===== src/rtl/inst_buffer_pkg.sv =====
// Shared types for the instruction buffer: the fetch packet layout and buffer index/count types.
// Default depth comes from `INST_BUFFER_SZ.
`ifndef INST_BUFFER_SZ
`define INST_BUFFER_SZ 8
`endif

package inst_buffer_pkg;

  localparam int IB_DEPTH = `INST_BUFFER_SZ;

  typedef struct packed {
    logic        valid;
    logic [31:0] inst;
    logic [31:0] PC;
    logic [31:0] NPC;
  } FETCH_PACKET;

  typedef logic [$clog2(IB_DEPTH)-1:0]   IB_IDX;
  typedef logic [$clog2(IB_DEPTH+1)-1:0] IB_CNT;

endpackage


===== src/rtl/inst_buffer.sv =====
// Circular FIFO of fetch packets between fetch and the N decoders; flushed on mispredict.
// Optional same-cycle fetch-to-decode bypass is enabled by defining INST_BUFFER_BYPASS_EN.
module inst_buffer
  import inst_buffer_pkg::*;
#(
  parameter int DEPTH = `INST_BUFFER_SZ,
  parameter int N     = 3
) (
  input  logic                         clock,
  input  logic                         reset,
  input  FETCH_PACKET [N-1:0]          fetch_packets,
  input  logic [$clog2(N+1)-1:0]       num_fetched,
  input  logic [$clog2(N+1)-1:0]       num_dispatched,
  input  logic                         flush,
  output FETCH_PACKET [N-1:0]          inst_buffer_out,
  output logic [$clog2(N+1)-1:0]       out_count,
  output logic [$clog2(DEPTH+1)-1:0]   free_slots
);

  localparam int CW = $clog2(N+1);
  localparam int IW = $clog2(DEPTH);
  localparam int NW = $clog2(DEPTH+1);

  typedef logic [IW-1:0] idx_t;
  typedef logic [NW-1:0] cnt_t;

  function automatic cnt_t cnt_min(input cnt_t a, input cnt_t b);
    return (a < b) ? a : b;
  endfunction

  idx_t        head_q, head_d;
  idx_t        tail_q, tail_d;
  cnt_t        count_q, count_d;
  FETCH_PACKET mem_q [DEPTH];

  cnt_t        fetch_w, free_w, enq_w, deq_w, byp_w;
  cnt_t        wr_num_w, rd_adv_w, out_cnt_w;
  FETCH_PACKET [N-1:0] wdata;

  always_comb begin
    free_w  = cnt_t'(DEPTH) - count_q;
    fetch_w = cnt_min(cnt_t'(num_fetched), cnt_t'(N));
    enq_w   = cnt_min(fetch_w, free_w);
`ifdef INST_BUFFER_BYPASS_EN
    out_cnt_w = cnt_min(count_q + enq_w, cnt_t'(N));
`else
    out_cnt_w = cnt_min(count_q, cnt_t'(N));
`endif
    deq_w = cnt_min(cnt_t'(num_dispatched), out_cnt_w);
`ifdef INST_BUFFER_BYPASS_EN
    // Dequeues beyond the stored entries consume bypassed packets, which never touch the array.
    byp_w = (deq_w > count_q) ? deq_w - count_q : '0;
`else
    byp_w = '0;
`endif
    wr_num_w = enq_w - byp_w;
    rd_adv_w = deq_w - byp_w;

    if (flush) begin
      head_d  = '0;
      tail_d  = '0;
      count_d = '0;
    end else begin
      head_d  = head_q + idx_t'(rd_adv_w);
      tail_d  = tail_q + idx_t'(wr_num_w);
      count_d = count_q + enq_w - deq_w;
    end
  end

  always_comb begin
    wdata = '0;
    for (int i = 0; i < N; i++) begin
      for (int j = 0; j < N; j++) begin
        if (cnt_t'(j) == cnt_t'(i) + byp_w) wdata[i] = fetch_packets[j];
      end
    end
  end

  always_comb begin
    inst_buffer_out = '0;
    for (int i = 0; i < N; i++) begin
      if (cnt_t'(i) < count_q) begin
        inst_buffer_out[i] = mem_q[head_q + idx_t'(i)];
      end
`ifdef INST_BUFFER_BYPASS_EN
      else if (cnt_t'(i) < out_cnt_w) begin
        for (int j = 0; j < N; j++) begin
          if (count_q + cnt_t'(j) == cnt_t'(i)) inst_buffer_out[i] = fetch_packets[j];
        end
      end
`endif
    end
  end

  assign out_count  = CW'(out_cnt_w);
  assign free_slots = free_w;

  always_ff @(posedge clock or posedge reset) begin
    if (reset) begin
      head_q  <= '0;
      tail_q  <= '0;
      count_q <= '0;
    end else begin
      head_q  <= head_d;
      tail_q  <= tail_d;
      count_q <= count_d;
    end
  end

  // Entry storage carries no reset; only slots below count are ever presented.
  always_ff @(posedge clock) begin
    for (int i = 0; i < N; i++) begin
      if (!flush && !reset && cnt_t'(i) < wr_num_w) begin
        mem_q[tail_q + idx_t'(i)] <= wdata[i];
      end
    end
  end

endmodule


===== config.mk =====
export PLATFORM = sky130hd
export DESIGN_NAME = inst_buffer
export DESIGN_NICKNAME = d
export VERILOG_FILES = /design/src/rtl/inst_buffer_pkg.sv /design/src/rtl/inst_buffer.sv
export SDC_FILE = /design/constraint.sdc
export NUM_CORES = 2
export LEC_CHECK = 0
export CORE_ASPECT_RATIO = 0.9
export CORE_UTILIZATION = 55
export DETAILED_ROUTE_END_ITERATION = 6
export GPL_ROUTABILITY_DRIVEN = 0
export PLACE_DENSITY = 0.74
export SKIP_CTS_REPAIR_TIMING = 1
export SLEW_MARGIN = 20
export SYNTH_ARGS = -nofsm -noshare
export SYNTH_HDL_FRONTEND = slang
export SYNTH_SLANG_ARGS = --single-unit

===== constraint.sdc =====
create_clock -name clock -period 20.4 [get_ports clock]
set_input_delay 4.08 -clock clock [delete_from_list [all_inputs] [get_ports clock]]
set_output_delay 4.08 -clock clock [all_outputs]
set_load 0.01 [all_outputs]

Fig. 1: gate families picked out
The bar under the picture is 100 um long.
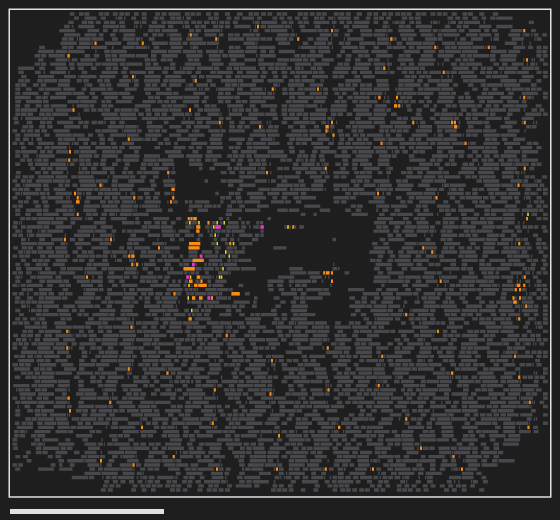
| color | family | cells |
|---|---|---|
| yellow | inv cells | 19 |
| orange | aoi and oai cells | 146 |
| magenta | and/or cells | 6 |

Fig. 2: clock wiring as the flow saved it
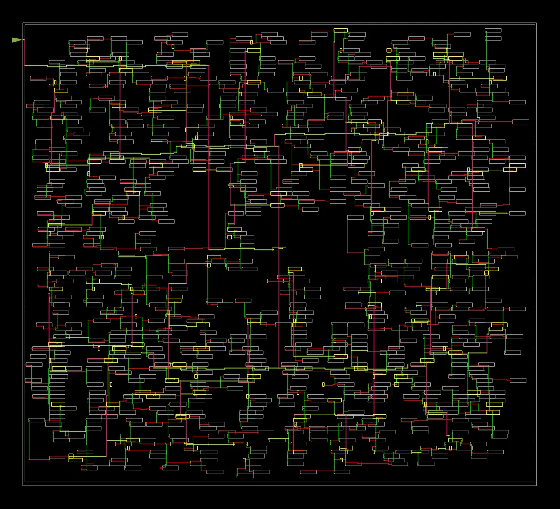
clock buffer count: 113
clk pwr: 1.68 mW

Fig. 3: floorplan with the power grid
Pins as bars on the die edge. Tap cells in gray.
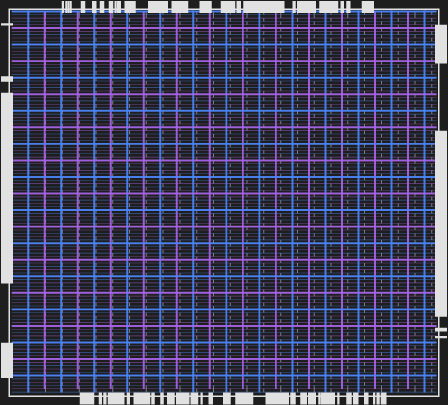
| color | net |
|---|---|
| purple | VDD |
| blue | VSS |
tap cells: 1,462
met1 rails: 116
met5 straps: 23
rows: 115
signal pins: 595

==> impl_metrics.tcl <==
# collected from the flow reports
set metrics [dict create \
    status "finished, final reports clean" \
    grt_overflow 0 \
    async_flop_share_pct 1.27 \
    dieHeight_um 317 \
    grt_pass1_wl_um 293000 \
    synthFlopType "edfxtp_1" \
    critPathRequiredTime_ns 16.32 \
    critical_path_class "reg -> out" \
    cts_max_path_buffers 3 \
    period_minus_slack_ns 9.37 \
    top_cell_area_share_pct 38.5 \
    common_cells "mux2_2 (1,531), edfxtp_1 (776), mux4_2 (555)" \
    worst_pin_slew_ns 1.24 \
    setup_tns_ns 0 \
    clock_skew_ns 0.0262 \
    core_um2 109000 \
    cts_root_buf "clkbuf_16" \
    synth-edff-count 776 \
    dieArea_um2 111000 \
    ys_warn_count 0 \
    drive_gt1_share_pct 50.9 \
    path_clk_slew_ns 0.07 \
    clkSinkCount 786 \
    num_rows 115 \
    warnings 38 \
    antenna_found_initial 48 \
    path_cells "ha_4, buf_4, buf_6, mux4_2, nand2_1, a21oi_1, clkdlybuf4s50_1" \
    crit_path_top_delay_cell "dfrtp_4" \
    fin_crit_sh_pct 45.9 \
    max_stage_delay_ns 1.04 \
    wire_per_inst_um 33.3 \
    drv_cap 0 \
    synthCells 4134 \
    dr.pass1.iters 5 \
    worstSetupStartpointType "flop" \
    synth_seq_share_pct 38.9 \
    ys_cells 4134 \
    drt_iter0_drc 4615 \
    p_per_area_nw_per_um2 130 \
    htreeDepth 3 \
    first_global_vias 42893 \
    finalSetupViolCount 0 \
    top_area_cell "edfxtp_1" \
    vias_per_cell 7.03 \
    top_cells_by_area "edfxtp_1 (38%), mux2_2 (28%), mux4_2 (21%)" \
    synth_cell_types 46 \
    totalWireLength_um 203000 \
    grt_max_degree 172 \
    grt_use_total_pct 36.1 \
    cp-end-kind "output pin" \
    total_power_mw 9.19 \
    most_common_cell "mux2_2" \
    clkLatencyLatePin_ns 0.68 \
    slew_viol_final 0 \
    tritoncts "yes" \
    port_buffers 594 \
    io-pin-count 595 \
    final_core_util_pct 64.6 \
    cts_buffers 92 \
    num_vias 42771 \
    ant_nets 0 \
    core_util_floorplan_pct 55.4 \
    fp_nets 4449 \
    num-nets-final 4839 \
    crit_path_max_fanout 53 \
    hold_class "reg -> reg" \
    peakVddDrop_v 0.000136 \
    yosys_area_um2 60500 \
    drc 0 \
    dpl.hpwl_um 115000 \
    area_growth_pct 16.6 \
    relSlewSlack_pct 17.5 \
    ys.flops 786 \
    avgSynthCellArea_um2 14.6 \
    max_freq_ghz 0.107 \
    syn_area_um2 60500 \
    finalHoldViolCount 0 \
    arrival_ns 5.29 \
    rsz0062_at_grt "false" \
    fp.dieW_um 352 \
    p_leak_nw 22.9 \
]
Fig. 4: placed cells, one color a class
The bar under the picture is 100 um long.
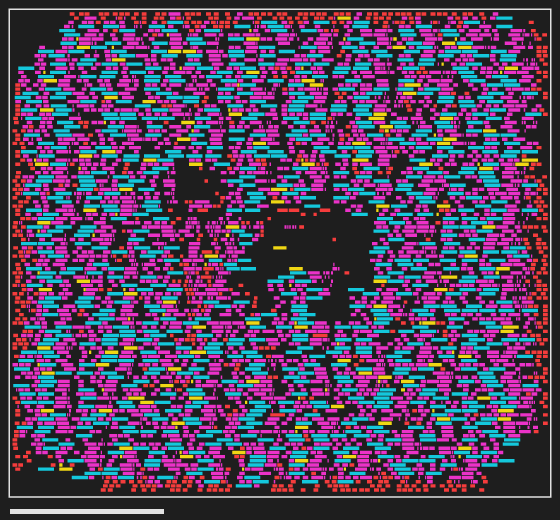
| color | class | cells | share of their area |
|---|---|---|---|
| yellow | clock drivers and dummy loads | 165 | 4.3% |
| cyan | registers | 786 | 34% |
| red | remaining buffers and delay cells | 676 | 9.8% |
| magenta | remaining logic cells | 2,968 | 52% |

Fig. 5: clock wires, drivers and flops
The bar under the picture is 100 um long.
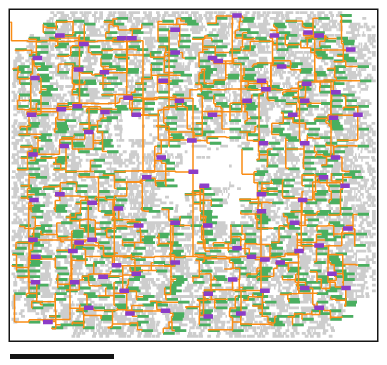
[orange] clock wires | length: 11,800 um
[purple] clock-net drivers | count: 92
[green] flip-flops | count: 786
flops lie: widely spread

## worst max-delay path: cells and delay by family, from the launching register on
family	cells	cell delay, ns
muxes	1	0.35
and+or+nand+nor	1	0.05
buffers and inverters	3	1.97
adders and majority gates	1	0.60
AOI/OAI and AO/OA	1	0.53
DFF	1	1.04
## through the flow
step	hold slack (ns)	setup slack [ns]	instance area, um^2	instances
global placement	0.696	10.83	67500	5890
CTS	0.722	10.55	70400	6055
floorplan	0.612	2.85	60500	4134
finish	0.734	11.03	70600	6087
detailed placement	0.708	10.78	67500	5890
global route	0.813	10.53	70600	6083
## worst paths after layout
check / endpoint / from / cells past startpoint / slack (ns)
setup / recovery: inst_buffer_out[100] / head_q[0] / 7 / 11.03
hold / removal: tail_q[0] / tail_q[0] / 2 / 0.73
setup reg to reg: mem_q[0][39] / count_q[1] / 11 / 14.23
hold reg to reg: tail_q[0] / tail_q[0] / 2 / 0.73
max in group asynchronous: head_q[0] / reset / 2 / 16.30
min in group asynchronous: tail_q[0] / reset / 2 / 3.78
## sequential cells by signal, summed over array words and instances (netlist names)
signal,count
mem_q,776
count_q,4
head_q,3
tail_q,3
## placed cells by master, fill, tap and decap left out, drive strengths merged, types with 82 or more instances in the layout
cell,count
buf,82
a21oi,109
mux4,555
nor2,215
clkdlybuf4s50,594
mux2i,195
clkbuf,113
mux2,1561
nand2,206
edfxtp,776
## cell families (layout without fill, tap and decap cells)
logic type               after synthesis  in the layout  share of synthesized area [%]
adder cells (fa/ha/maj)               17             17                          0.389
XOR/XNOR                              11             11                          0.159
buffers and inverters                399            860                           2.90
multiplexers                        2311           2311                           53.0
flip-flops                           786            786                           38.9
AND-OR/OR-AND                        155            155                           1.47
AND/OR/NAND/NOR                      454            454                           3.14
other                                  1             31                        0.00619
## area by class of cell
class                           instances  area (um^2)
Clock buffer                          113         2440
Multi-Input combinational cell       2949        35400
Fill cell                            8022        38600
Tap cell                             1462         1830
Sequential cell                       786        23600
Inverter                               19         71.3
Timing Repair Buffer                  676         6700
Clock inverter                         52          495
Antenna cell                           30         75.1
## routing by layer
layer / GRT usage, % / wire length (um) / up-vias
met4: 16.4 / 8310 / 40
met2: 56.5 / 95500 / 2820
met1: 47.9 / 75900 / 21877
li1: - / - / 17539
met3: 8.87 / 22700 / 495
met5: 0 / 252 / -
## power breakdown
part,internal [mW],total [mW],switching (mW),leakage (nW)
logic,2.62,5.27,2.65,14.4
clock network,0.971,1.68,0.713,1.42
registers,2.05,2.24,0.193,7.15
Power is estimated from default activity; no workload was simulated.
